<file path="config.mk">
export PLATFORM = sky130hd
export DESIGN_NAME = mul_sequencer_flat
export DESIGN_NICKNAME = d
export VERILOG_FILES = /design/src/rtl/mul_sequencer_pkg.sv /design/src/rtl/mul_sequencer_if.sv /design/src/rtl/mul_shift_add_dp.sv /design/src/rtl/mul_sequencer.sv /design/src/flat_wrapper.sv
export SDC_FILE = /design/constraint.sdc
export NUM_CORES = 1
export LEC_CHECK = 0
export CAP_MARGIN = 20
export CORE_MARGIN = 1
export CORE_UTILIZATION = 40
export CTS_BUF_LIST = sky130_fd_sc_hd__clkbuf_8
export CTS_CLUSTER_SIZE = 25
export DETAILED_ROUTE_END_ITERATION = 16
export GPL_TIMING_DRIVEN = 0
export SLEW_MARGIN = 20
export SYNTH_ARGS = -nofsm -noshare
export SYNTH_HDL_FRONTEND = slang
export SYNTH_HIERARCHICAL = 1
export SYNTH_SLANG_ARGS = --single-unit
</file>
<file path="constraint.sdc">
create_clock -name clk -period 7.3 [get_ports clk]
set_clock_uncertainty 0.05 [all_clocks]
set_input_delay 1.46 -clock clk [delete_from_list [all_inputs] [get_ports clk]]
set_output_delay 1.46 -clock clk [all_outputs]
set_load 0.01 [all_outputs]
</file>
<file path="src/rtl/mul_sequencer_pkg.sv">
// Shared types and RV32M encoding constants for the iterative multiplier.
// Decode uses FUNCT7_MULDIV/FUNCT3_MUL (via is_mul) to raise the multiplier start request.
package mul_pkg;

  typedef enum logic [1:0] {
    IDLE = 2'd0,
    RUN  = 2'd1,
    DONE = 2'd2
  } mul_state_t;

  localparam logic [6:0] OPCODE_OP     = 7'b0110011;
  localparam logic [6:0] FUNCT7_MULDIV = 7'b0000001;
  localparam logic [2:0] FUNCT3_MUL    = 3'b000;

  function automatic logic is_mul(input logic [6:0] opcode,
                                  input logic [6:0] funct7,
                                  input logic [2:0] funct3);
    return (opcode == OPCODE_OP) && (funct7 == FUNCT7_MULDIV) && (funct3 == FUNCT3_MUL);
  endfunction

endpackage

</file>
<file path="src/rtl/mul_sequencer_if.sv">
// Request/response bundle between the EX stage and the multiplier.
// The pipeline side drives through master; the multiplier receives it through slave.
interface mul_sequencer_if #(
  parameter int DATA_W = 32
);
  logic              start;
  logic              flush;
  logic [DATA_W-1:0] op_a;
  logic [DATA_W-1:0] op_b;
  logic [DATA_W-1:0] result;
  logic              result_valid;
  logic              busy;
  logic              stall;

  modport master (
    output start, flush, op_a, op_b,
    input  result, result_valid, busy, stall
  );

  modport slave (
    input  start, flush, op_a, op_b,
    output result, result_valid, busy, stall
  );
endinterface

</file>
<file path="src/rtl/mul_shift_add_dp.sv">
// Shift-add datapath: accumulator, shifting multiplicand/multiplier and iteration count.
// o_mplier_zero looks one step ahead so the controller can end RUN on the final useful iteration.
module mul_shift_add_dp
  import mul_pkg::*;
#(
  parameter int DATA_W = 32
) (
  input  logic              clk,
  input  logic              arst_n,
  input  logic              i_load,
  input  logic              i_step,
  input  logic              i_clear,
  input  logic [DATA_W-1:0] i_op_a,
  input  logic [DATA_W-1:0] i_op_b,
  output logic [DATA_W-1:0] o_acc,
  output logic              o_mplier_zero,
  output logic              o_last
);

  localparam int              CNT_W    = (DATA_W > 1) ? $clog2(DATA_W) : 1;
  localparam logic [CNT_W-1:0] LAST_CNT = CNT_W'(DATA_W - 1);

  logic [DATA_W-1:0] r_acc;
  logic [DATA_W-1:0] r_mcand;
  logic [DATA_W-1:0] r_mplier;
  logic [CNT_W-1:0]  r_cnt;
  logic [DATA_W-1:0] w_addend;

  assign w_addend = r_mplier[0] ? r_mcand : '0;

  always_ff @(posedge clk or negedge arst_n) begin
    if (!arst_n) begin
      r_acc    <= '0;
      r_mcand  <= '0;
      r_mplier <= '0;
      r_cnt    <= '0;
    end else if (i_clear) begin
      r_acc    <= '0;
      r_mcand  <= '0;
      r_mplier <= '0;
      r_cnt    <= '0;
    end else if (i_load) begin
      r_acc    <= '0;
      r_mcand  <= i_op_a;
      r_mplier <= i_op_b;
      r_cnt    <= '0;
    end else if (i_step) begin
      r_acc    <= r_acc + w_addend;
      r_mcand  <= r_mcand << 1;
      r_mplier <= r_mplier >> 1;
      r_cnt    <= r_cnt + CNT_W'(1);
    end
  end

  assign o_acc         = r_acc;
  assign o_mplier_zero = (r_mplier[DATA_W-1:1] == '0);
  assign o_last        = (r_cnt == LAST_CNT);

endmodule

</file>
<file path="src/rtl/mul_sequencer.sv">
// RV32M MUL sequencer: FSM, pipeline stall and result presentation around the shift-add datapath.
// Define MUL_EARLY_TERM_EN to end RUN as soon as the remaining multiplier bits are all zero.
//
// state | meaning
// IDLE  | waiting for start; result holds the last product
// RUN   | one shift-add iteration per cycle, pipeline stalled
// DONE  | product presented for one cycle, pipeline released
module mul_sequencer
  import mul_pkg::*;
#(
  parameter int DATA_W = 32
) (
  input  logic           clk,
  input  logic           arst_n,
  mul_sequencer_if.slave bus
);

  mul_state_t        r_state;
  mul_state_t        w_state_nxt;
  logic              w_load;
  logic              w_step;
  logic              w_clear;
  logic              w_run_end;
  logic              w_last;
  logic              w_mplier_zero;
  logic [DATA_W-1:0] w_acc;
  logic [DATA_W-1:0] r_result;

  mul_shift_add_dp #(
    .DATA_W (DATA_W)
  ) u_dp (
    .clk           (clk),
    .arst_n        (arst_n),
    .i_load        (w_load),
    .i_step        (w_step),
    .i_clear       (w_clear),
    .i_op_a        (bus.op_a),
    .i_op_b        (bus.op_b),
    .o_acc         (w_acc),
    .o_mplier_zero (w_mplier_zero),
    .o_last        (w_last)
  );

`ifdef MUL_EARLY_TERM_EN
  assign w_run_end = w_last || w_mplier_zero;
`else
  logic w_unused_mplier_zero;
  assign w_unused_mplier_zero = w_mplier_zero;
  assign w_run_end            = w_last;
`endif

  always_ff @(posedge clk or negedge arst_n) begin
    if (!arst_n) begin
      r_state <= IDLE;
    end else begin
      r_state <= w_state_nxt;
    end
  end

  always_comb begin
    w_state_nxt = r_state;
    w_load      = 1'b0;
    w_step      = 1'b0;
    w_clear     = 1'b0;
    case (r_state)
      IDLE: begin
        if (bus.start && !bus.flush) begin
          w_load      = 1'b1;
          w_state_nxt = RUN;
        end
      end
      RUN: begin
        if (bus.flush) begin
          w_clear     = 1'b1;
          w_state_nxt = IDLE;
        end else begin
          w_step = 1'b1;
          if (w_run_end) begin
            w_state_nxt = DONE;
          end
        end
      end
      DONE: begin
        w_state_nxt = IDLE;
      end
      default: begin
        w_state_nxt = IDLE;
      end
    endcase
  end

  // A flushed DONE is not a completion, so the held product stays the previous one.
  always_ff @(posedge clk or negedge arst_n) begin
    if (!arst_n) begin
      r_result <= '0;
    end else if ((r_state == DONE) && !bus.flush) begin
      r_result <= w_acc;
    end
  end

  assign bus.result       = (r_state == DONE) ? w_acc : r_result;
  assign bus.result_valid = (r_state == DONE) && !bus.flush;
  assign bus.busy         = (r_state != IDLE);
  assign bus.stall        = arst_n &&
                            (((r_state == IDLE) && bus.start && !bus.flush) ||
                             ((r_state == RUN) && !bus.flush));

endmodule

</file>
<file path="src/flat_wrapper.sv">
// flat-port wrapper written by rule: the top's interface ports become plain ports
module mul_sequencer_flat import mul_pkg::*;
#(
  parameter int DATA_W = 32
)
  (clk, arst_n, bus_start, bus_flush, bus_op_a, bus_op_b, bus_result, bus_result_valid, bus_busy, bus_stall);
  mul_sequencer_if #(.DATA_W(DATA_W)) bus_i ();
  input  logic clk;
  input  logic arst_n;
  input wire logic [$bits(bus_i.start)-1:0] bus_start;
  input wire logic [$bits(bus_i.flush)-1:0] bus_flush;
  input wire logic [$bits(bus_i.op_a)-1:0] bus_op_a;
  input wire logic [$bits(bus_i.op_b)-1:0] bus_op_b;
  output wire logic [$bits(bus_i.result)-1:0] bus_result;
  output wire logic [$bits(bus_i.result_valid)-1:0] bus_result_valid;
  output wire logic [$bits(bus_i.busy)-1:0] bus_busy;
  output wire logic [$bits(bus_i.stall)-1:0] bus_stall;
  assign bus_i.start = bus_start;
  assign bus_i.flush = bus_flush;
  assign bus_i.op_a = bus_op_a;
  assign bus_i.op_b = bus_op_b;
  assign bus_result = bus_i.result;
  assign bus_result_valid = bus_i.result_valid;
  assign bus_busy = bus_i.busy;
  assign bus_stall = bus_i.stall;
  mul_sequencer #(.DATA_W(DATA_W)) u_core (.clk(clk), .arst_n(arst_n), .bus(bus_i));
endmodule
</file>
run_1/placed.png
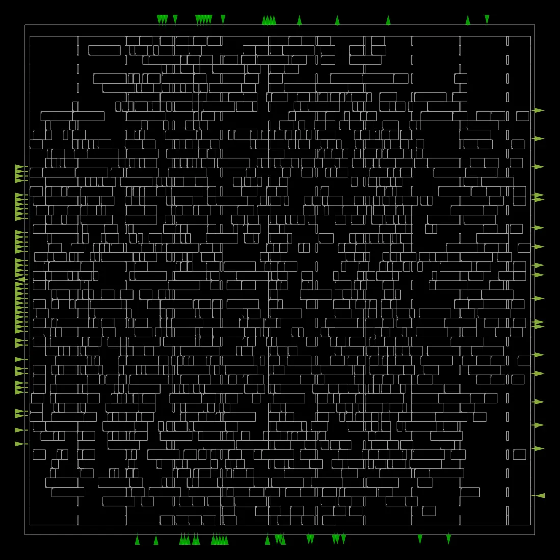
tap cells: 270
Row Count: 52
seq_cells: 135
core area: 20,500 um2
post-layout util: 50.4%

run_1/layers.png
Only two layers are drawn.
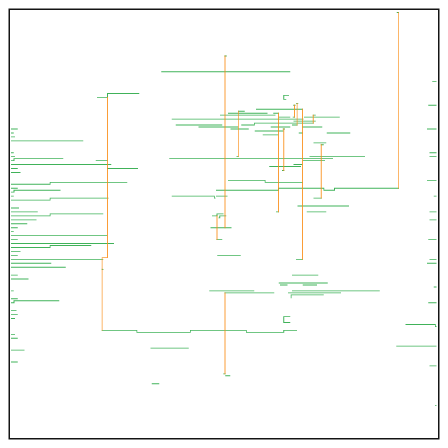
[M3] green | wire length: 1,290 um
[M4] orange | wire length: 386 um
total detailed-routing wirelength: 22.1 mm
Vias: 6,945
total global routing track utilization: 21.2%
WL per Instance: 17.0 um

==> reports/metrics.cfg, run 1 <==
[run_status]
outcome = complete, no violations

[global_routing]
grt_pass1_vias = 7002

[final_layout]
n_antenna_cell = 0
fin_cells = 1299

[clocking]
cts_hold_buf = 0

[final_timing]
max_freq_mhz = 221
period_needed_ps = 4520
finalHoldViolCount = 0

[setup_path]
worstReg2RegStart = u_core/u_dp/r_mplier[0]
critPathMaxFanout = 2
r2r_cells = 10

[place]
dp_hpwl_mm = 16.2

[power_and_ir_drop]
powerDensity_nw_per_um2 = 188

[logic_synthesis]
synthCells = 895
avgSynthCellArea_um2 = 9.45

[floorplanning]
die_area_um2 = 21700
die_y_um = 147

[detailed_routing]
postRouteAntennaNets = 0
drc = 0

[run]
cap_violations = 0

run_1/m2.png
The bar under the picture is 50 um long.
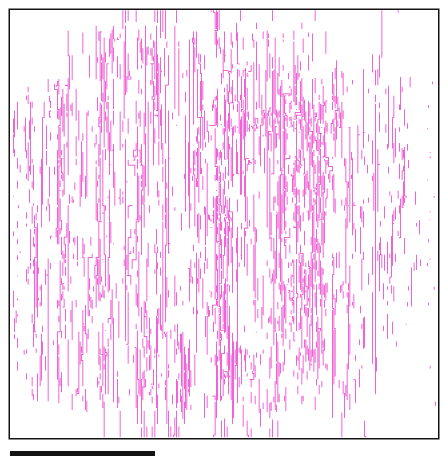
nets with wire on the layer: 873
longest straight run: 100 um
GRT met2 Usage: 32.6%

run_1/ff_map.png
Other sequential cells in the stronger gray, the rest of the logic in the fainter gray.
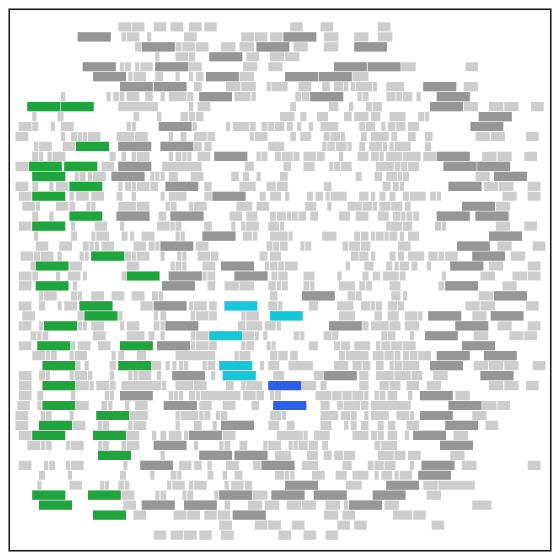
[`u_core/u_dp/r_cnt`] cyan | placed flops: 5 | where: center
[`u_core/u_dp/r_mplier`] green | placed flops: 32 | where: a vertical strip on the left
[`u_core/r_state`] blue | placed flops: 2
not colored: 96
fraction of area in registers: 32.7%
Reg area: 3380 um2
Seq power: 856 uW

-- run 1: critical path: stages --
cell and delay [ps]:
clkdlybuf4s50_1 520, nor2_1 70, nor4b_1 350, clkdlybuf4s50_1 610
-- run 1: per-layer routing --
metal	GRT usage, %	vias to the layer above	share of wire (%)
met5	0	-	0
met4	6.86	0	1.8
met3	4.91	32	5.8
met2	32.6	185	45
met1	29.4	3290	48
li1	-	3438	-
-- run 1: flip-flops by register name, summed over array words and instances (netlist names) --
register and flops:
u_core/u_dp/r_mplier 32, u_core/u_dp/o_acc 32, u_core/u_dp/r_mcand 32, u_core/r_result 32
u_core/r_state 2, u_core/u_dp/r_cnt 5
-- run 1: where the power goes --
part | leakage (uW) | internal [uW] | switching (uW) | total [uW]
registers | 0.00182 | 809 | 46.9 | 856
logic | 0.00260 | 140 | 179 | 319
clock network | 0.000229 | 443 | 326 | 770
total | 0.00466 | 1390 | 552 | 1950
-- run 1: area by class of cell --
type	count	area (um2)	area share [%]
buffer	56	283	2.74
clock buffer	17	234	2.27
sequential	135	3380	32.7
multi-input combinational	691	4750	46.0
timing repair buffer	102	1040	10.1
clock inverter	15	250	2.42
tap	270	338	3.27
inverter	13	48.8	0.473
-- run 1: per-stage QoR --
stage	power [uW]	worst slack (ps)
6_report	1950	2780
5_1_grt	2050	2740
4_1_cts	1960	2750
3_5_place_dp	1190	2750
3_3_place_gp	1180	-2020
2_1_floorplan	1070	3700
-- run 1: placed cells by master (no fill, tap or decap), drive strengths merged, types with 12 or more instances in the layout --
master / n
mux2: 65
o21ai: 30
clkdlybuf4s50: 100
a21oi: 98
buf: 20
inv: 15
clkbuf: 55
nor2: 152
ha: 33
nand2: 38
xnor2: 12
and2: 36
dfrtp: 135
nand4: 12
mux2i: 77
==> run 1 -> run 2 <==
clock period = 3.8 ns   (was 7.3 ns; I/O delays follow)
run_2/m2.png
The bar under the picture is 50 um long.
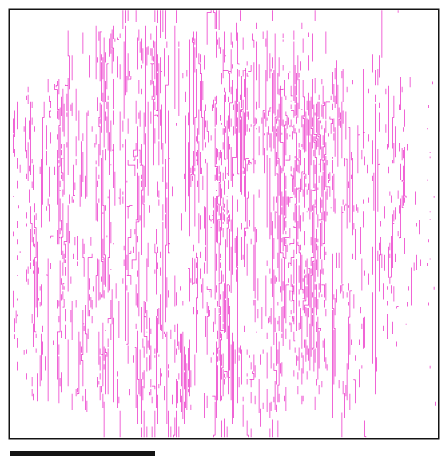
wire length on this layer: 9,830 um
longest straight run: 100 um
main direction: vertical
nets with wire on the layer: 868
total detailed-routing wirelength: 22.0 mm
Vias: 6,885

run_2/port_trees.png
The bar under the picture is 50 um long.
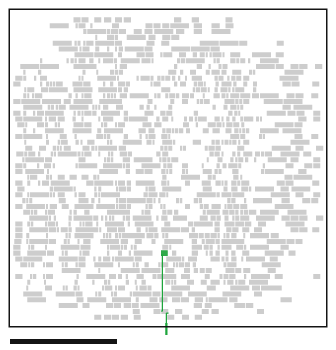
[`bus_stall`] green | bits: 1 | direction: output | end cells: 1 | buffers: 1 | wire: 33.6 um
# IOs: 103
IO buf count: 101

==> reports/metrics.cfg, run 2 <==
[run_status]
outcome = complete, no violations

[floorplanning]
core_um2 = 20500  ; unchanged
num_rows = 52  ; unchanged

[final_layout]
fin_cells = 1299  ; unchanged
mostFrequentLayoutCell = nor2_1
n_antenna_cell = 0  ; unchanged
logic_area_um2 = 4750  ; +0.16%
nets = 1118

[setup_path]
crit_chain = clkbuf_1 > nand2_1 > inv_1 > ha_1 > a211oi_1 > o211ai_2 > a21oi_1 > o21ai_0 > or4_1 > nand3_1
worstReg2RegStart = u_core/u_dp/r_mplier[0]
slowest_stage = or4_1
worst_setup_path_end_kind = flip-flop
r2r_cells = 10  ; unchanged
crit_path_max_incr_delay_ps = 620  ; about the same
crit_family = AND-OR/OR-AND gates
critPathMaxFanout = 10  ; +8
worstPathRequired_ps = 4140

[final_timing]
layout_setup_ws_ps = 293  ; -2490 ps
period_needed_ps = 3510
max_freq_mhz = 285
finalHoldViolCount = 0  ; unchanged
final.setup.tns_ps = 0

[detailed_routing]
drc = 0  ; unchanged
postRouteAntennaNets = 0  ; unchanged
post_drt_wl_per_cell_um = 16.9  ; -0.27%
vias_per_cell = 5.30

[power_and_ir_drop]
totalPowerFinal_uw = 3740  ; +92%
powerDensity_nw_per_um2 = 362  ; +92%

[logic_synthesis]
avgSynthCellArea_um2 = 9.45  ; unchanged

[global_routing]
grt_pass1_vias = 7002  ; unchanged
grt_usage_pct = 21.2  ; unchanged

[place]
dp_hpwl_mm = 16.2  ; unchanged

[clocking]
cts_hold_buf = 0  ; unchanged

==> run 2: worst max path at each step <==
stage,slack (ps),depth (start not counted),to,startpoint
floorplan,1070,9,u_core/u_dp/o_acc[26],u_core/u_dp/r_mplier[0]
global placement,-4120,3,bus_stall,arst_n
detailed placement,220,10,u_core/u_dp/o_acc[27],u_core/u_dp/r_mplier[0]
CTS,200,10,u_core/u_dp/o_acc[27],u_core/u_dp/r_mplier[0]
global route,50,10,u_core/u_dp/o_acc[29],u_core/u_dp/r_mplier[0]
finish,290,10,u_core/u_dp/o_acc[29],u_core/u_dp/r_mplier[0]
==> run 2: power by group <==
part	switching (uW)	leakage, uW	internal, uW
logic	345	0.00260	270
clock network	628	0.000229	851
registers	89.3	0.00182	1550
total	1060	0.00466	2680
==> run 2: cell type report <==
class / instances / share of cell area [%]
multi-input combinational: 691 / 46.0
clock buffer: 17 / 2.27
clock inverter: 15 / 2.42
buffer: 56 / 2.74
tap: 270 / 3.27
inverter: 13 / 0.472
sequential: 135 / 32.7
timing repair buffer: 102 / 10.1
==> run 2: metal layers <==
metal  part of all wire, %  wire, um  track usage (%)
met1                    48     10500             29.4
met2                    45      9830             32.6
met3                   5.9      1300             4.91
met4                   1.7       364             6.86
met5                     0         0                0
==> run 2: worst register-to-register path, cell delays in order (launching register included) <==
cell and delay [ps]:
dfrtp_1 460, clkbuf_1 400, nand2_1 190, inv_1 90, ha_1 230, a211oi_1 410
o211ai_2 190, a21oi_1 300, o21ai_0 390, or4_1 620, nand3_1 110
==> run 2: metrics by stage <==
stage | instance area [um2] | hold WS [ps] | util [%]
final | 10300 | 138 | 50.4
after CTS | 10300 | 131 | 50.4
after detailed placement | 9840 | 424 | 48.0
after global routing | 10300 | 152 | 50.4
after global placement | 9810 | 414 | 47.8
after floorplan | 8460 | 404 | -
==> run 2 -> run 3 <==
CORE_ASPECT_RATIO = 0.8   (was unset)
PLACE_DENSITY = 0.69   (was unset)
run_3/layers.png
Only two layers are drawn.
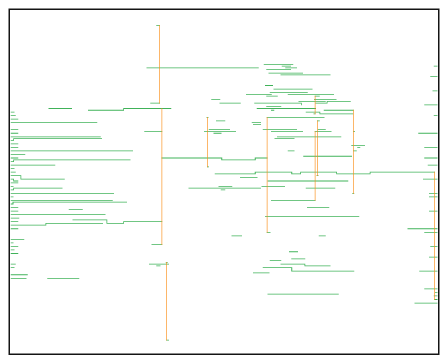
[M3] green | wire length: 1,560 um
[M4] orange | wire length: 311 um
total global routing track utilization: 21.0%
total detailed-routing wirelength: 22.3 mm
Vias: 6,994
WL per Instance: 17.2 um

run_3/port_trees.png
The bar under the picture is 50 um long.
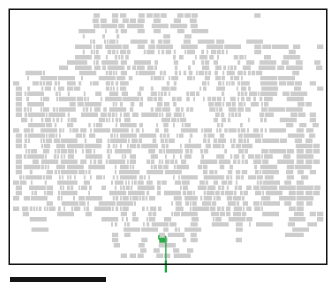
[`bus_stall`] green | bits: 1 | direction: output | end cells: 1 | buffers: 1 | wire: 16.7 um

==> reports/metrics.cfg, run 3 <==
[power_and_ir_drop]
largestPowerGroup = sequential cells
p_sw_share_pct = 28.5  ; +0.092 points
p_sw_uw = 1030  ; -3.5%
powerDensity_nw_per_um2 = 350  ; -3.4%
seq_power_uw = 1650  ; about the same
clkPwrFrac_pct = 37.0  ; -2.6 points
comb_cell_power_uw = 621  ; +1%
internal_power_uw = 2570  ; -3.9%
totalPowerFinal_uw = 3600  ; -3.8%

[detailed_routing]
postRouteAntennaNets = 0  ; unchanged
drc = 2  ; +2

[place]
portBuffers = 101  ; unchanged
dp_hpwl_mm = 16.4  ; +0.78%

[final_timing]
period_needed_ps = 3520  ; +14.4 ps
fin_hold_ws_ps = 112  ; -26.3 ps
layout_setup_ws_ps = 279  ; -14.4 ps
max_freq_mhz = 284  ; -0.41%

[floorplanning]
num_rows = 47  ; -9.6%
core_um2 = 20700  ; +1.0%

[run_status]
outcome = finished with violations
failed_checks = design-rule violations

[final_layout]
mostFrequentLayoutCell = nor2_1
fin_util_pct = 49.7  ; -0.72 points
nets = 1118  ; unchanged
n_antenna_cell = 0  ; unchanged
logic_area_um2 = 4750  ; unchanged

[setup_path]
worst_setup_path_end_kind = flip-flop
worstPathRequired_ps = 4110  ; -30 ps

[clocking]
cts_hold_buf = 0  ; unchanged

[logic_synthesis]
avgSynthCellArea_um2 = 9.45  ; unchanged

run 3: critical path: stages (launching register included):
cell	delay (ps)
dfrtp_1	470
clkbuf_1	220
and2_1	240
ha_1	280
buf_2	170
nand2_1	110
nor3_1	300
a41oi_2	270
a2111oi_0	780
o21ai_0	220
a32o_1	290
run 3: layout make-up:
| type | instances | share of cell area [%] |
|---|---|---|
| Sequential cell | 135 | 32.8 |
| Clock buffer | 19 | 2.54 |
| Inverter | 13 | 0.474 |
| Multi-Input combinational cell | 691 | 46.2 |
| Timing Repair Buffer | 102 | 10.1 |
| Buffer | 56 | 2.75 |
| Clock inverter | 13 | 1.74 |
| Tap cell | 269 | 3.27 |
run 3: path summary, 6_finish.rpt:
check                                   startpoint                      end
min in group clk                u_core/r_result[1]       u_core/r_result[1]
hold reg to reg                 u_core/r_result[1]       u_core/r_result[1]
setup reg to reg           u_core/u_dp/r_mplier[0]    u_core/u_dp/o_acc[27]
setup / recovery           u_core/u_dp/r_mplier[0]    u_core/u_dp/o_acc[27]
max in group asynchronous                   arst_n  u_core/u_dp/r_mplier[6]
hold / removal                              arst_n       u_core/r_result[4]
run 3: per-layer routing:
| metal | up-vias | GRT usage, % | part of all wire, % | wire length [um] |
|---|---|---|---|---|
| met4 | 0 | 6.12 | 1.4 | 310 |
| met3 | 26 | 5.54 | 7.0 | 1560 |
| met2 | 220 | 30.3 | 43 | 9610 |
| met1 | 3325 | 30.7 | 48 | 10800 |
| li1 | 3423 | - | - | - |
| met5 | - | 0 | 0 | 0 |
run 3: per-stage QoR:
stage | area [um2] | std cells
2_1_floorplan | 8460 | 895
3_3_place_gp | 9800 | 1265
3_5_place_dp | 9840 | 1266
4_1_cts | 10300 | 1298
5_1_grt | 10300 | 1298
6_report | 10300 | 1298
Power figures rest on the tool's default switching activity, not on a simulated workload.
